File: src/rtl/xor16_arbiter.sv
// Round-robin arbiter sharing one XOR16 datapath among NREQ requesters, with a one-entry tagged result slot.
// Optional macro XOR16_ARB_PARITY_EN adds a registered rsp_parity output.
module xor16_arbiter #(
    parameter int NREQ = 4,
    parameter int W    = 16,
    parameter int IDW  = 2
) (
    input  logic                clk,
    input  logic                rst,
    input  logic [NREQ-1:0]     req_valid,
    output logic [NREQ-1:0]     req_ready,
    input  logic [NREQ*W-1:0]   req_a,
    input  logic [NREQ*W-1:0]   req_b,
    output logic                rsp_valid,
    input  logic                rsp_ready,
    output logic [W-1:0]        rsp_data,
    output logic [IDW-1:0]      rsp_id
`ifdef XOR16_ARB_PARITY_EN
    ,
    output logic                rsp_parity
`endif
);

    typedef enum logic {EMPTY, FULL} slotState_t;

    slotState_t       slotState;
    logic [IDW-1:0]   ptr;
    logic [IDW-1:0]   grantIdx;
    logic [IDW-1:0]   scanIdx;
    logic             grantFound;
    logic             slotFree;
    logic             transfer;
    logic [W-1:0]     xorResult;

    assign rsp_valid = (slotState == FULL);
    assign slotFree  = (slotState == EMPTY) || rsp_ready;

    // Scan downward so the last hit kept is the one closest to ptr.
    always_comb begin
        grantFound = 1'b0;
        grantIdx   = '0;
        scanIdx    = '0;
        for (int k = NREQ - 1; k >= 0; k--) begin
            scanIdx = IDW'((int'(ptr) + k) % NREQ);
            if (req_valid[scanIdx]) begin
                grantFound = 1'b1;
                grantIdx   = scanIdx;
            end
        end
    end

    assign transfer  = grantFound && slotFree && !rst;
    assign xorResult = req_a[int'(grantIdx)*W +: W] ^ req_b[int'(grantIdx)*W +: W];

    always_comb begin
        req_ready = '0;
        if (transfer) begin
            req_ready[grantIdx] = 1'b1;
        end
    end

    // Pointer moves only on a transfer, so a stalled slot cannot starve anyone.
    always_ff @(posedge clk) begin
        if (rst) begin
            slotState  <= EMPTY;
            ptr        <= '0;
            rsp_data   <= '0;
            rsp_id     <= '0;
`ifdef XOR16_ARB_PARITY_EN
            rsp_parity <= 1'b0;
`endif
        end else if (transfer) begin
            slotState  <= FULL;
            rsp_data   <= xorResult;
            rsp_id     <= grantIdx;
`ifdef XOR16_ARB_PARITY_EN
            rsp_parity <= ^xorResult;
`endif
            if (int'(grantIdx) == NREQ - 1) begin
                ptr <= '0;
            end else begin
                ptr <= grantIdx + 1'b1;
            end
        end else if (slotState == FULL && rsp_ready) begin
            slotState <= EMPTY;
        end
    end

endmodule

File: config.mk
export PLATFORM = sky130hd
export DESIGN_NAME = xor16_arbiter
export DESIGN_NICKNAME = d
export VERILOG_FILES = /design/src/rtl/xor16_arbiter.sv
export SDC_FILE = /design/constraint.sdc
export NUM_CORES = 1
export LEC_CHECK = 0
export CAP_MARGIN = 10
export CORE_UTILIZATION = 35
export CTS_CLUSTER_DIAMETER = 200
export DETAILED_ROUTE_END_ITERATION = 16
export MAX_ROUTING_LAYER = met4
export PLACE_DENSITY_LB_ADDON = 0.1
export SYNTH_ARGS = -nofsm -noshare
export SYNTH_HDL_FRONTEND = slang
export SYNTH_SLANG_ARGS = --single-unit
File: constraint.sdc
create_clock -name clk -period 3.01 [get_ports clk]
set_input_delay 0.602 -clock clk [delete_from_list [all_inputs] [get_ports clk]]
set_output_delay 0.602 -clock clk [all_outputs]
set_load 0.005 [all_outputs]
Figure 1. Signal wires on met1.
Bar = 20 um. Supply wires on this layer in grey.
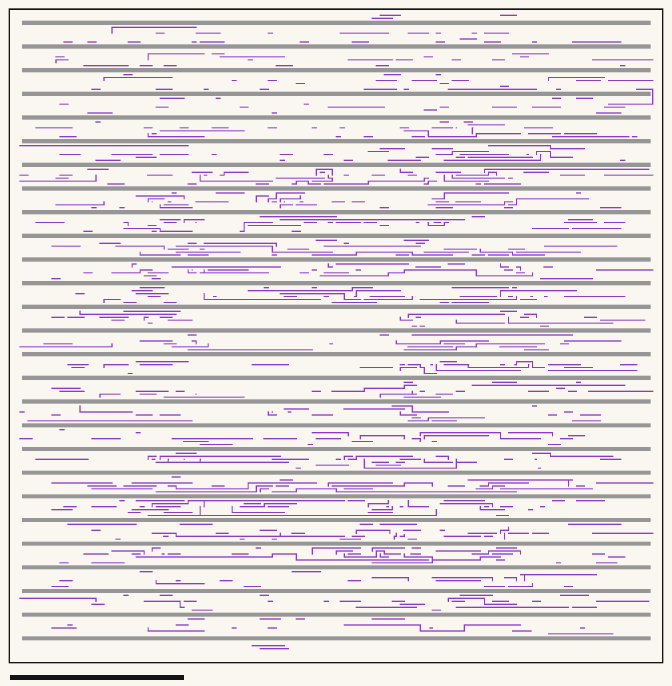
longest straight run: 33.1 um
nets with wire on the layer: 422
wire length on this layer: 2330 um
main direction: horizontal

Figure 2. M2 wires.
Cells faint in the background.
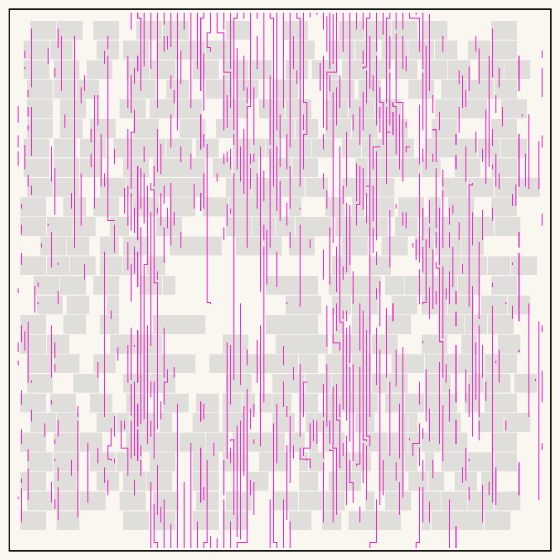
wire length on this layer: 3100 um
longest straight run: 39.1 um

==> impl_metrics.tcl <==
# implementation run metrics
set metrics [dict create \
    result_of_the_run "finished clean" \
    critPathCaptureType "output port" \
    finalNetCount 512 \
    synthXorXnorAreaFrac_pct 30.1 \
    regArea_um2 420 \
    final_estimated_routing_congestion_in_global_placement 0.835 \
    internal_power_w 0.000832 \
    num-multi-input-gates 166 \
    comb-power_w 0.000662 \
    total_switching_power_w 0.000373 \
    drtIter0Drc 65 \
    cts_tree "done" \
    clock-root-buffer "sky130_fd_sc_hd__clkbuf_8" \
    layout_top_cells "sky130_fd_sc_hd__clkdlybuf4s50_1, sky130_fd_sc_hd__xnor2_1, sky130_fd_sc_hd__buf_4, sky130_fd_sc_hd__dfxtp_1, sky130_fd_sc_hd__mux2i_1" \
    buffer_count_excluding_the_clock_tree_in_the_final_layout 178 \
    dieHeight_um 74.9 \
    cts.hold.buffers_added 0 \
    leading_power_group "combinational cells" \
    grt_start_max_net_pins 18 \
    holdPathEnd "rsp_data[2]" \
    ys_types 26 \
    worst_setup_path_start_kind "primary input" \
    clk_latency_ps 260 \
    most_common_cell "sky130_fd_sc_hd__xnor2_1" \
    hold_class "reg2reg" \
    timing.final.max_slew_violations 0 \
    count_of_inserted_tapcells 70 \
    cells_along_the_critical_path "clkdlybuf4s50_1, nor2b_1, a221o_1, nand2_8, buf_4, inv_4, ha_1, and2_1, dlygate4sd2_1" \
    drt-pass1-iter-count 4 \
    post_synth_ao_oa_area_fraction_pct 22.4 \
    unrepaired_setup_endpoints_after_global_routing "no" \
    crit_cells 9 \
    clock_buffer_count 3 \
    setup_violations 0 \
    ys_async_sr_fraction_pct 0 \
    top_cells_by_count "sky130_fd_sc_hd__xnor2_1, sky130_fd_sc_hd__dfxtp_1, sky130_fd_sc_hd__mux2i_1" \
]
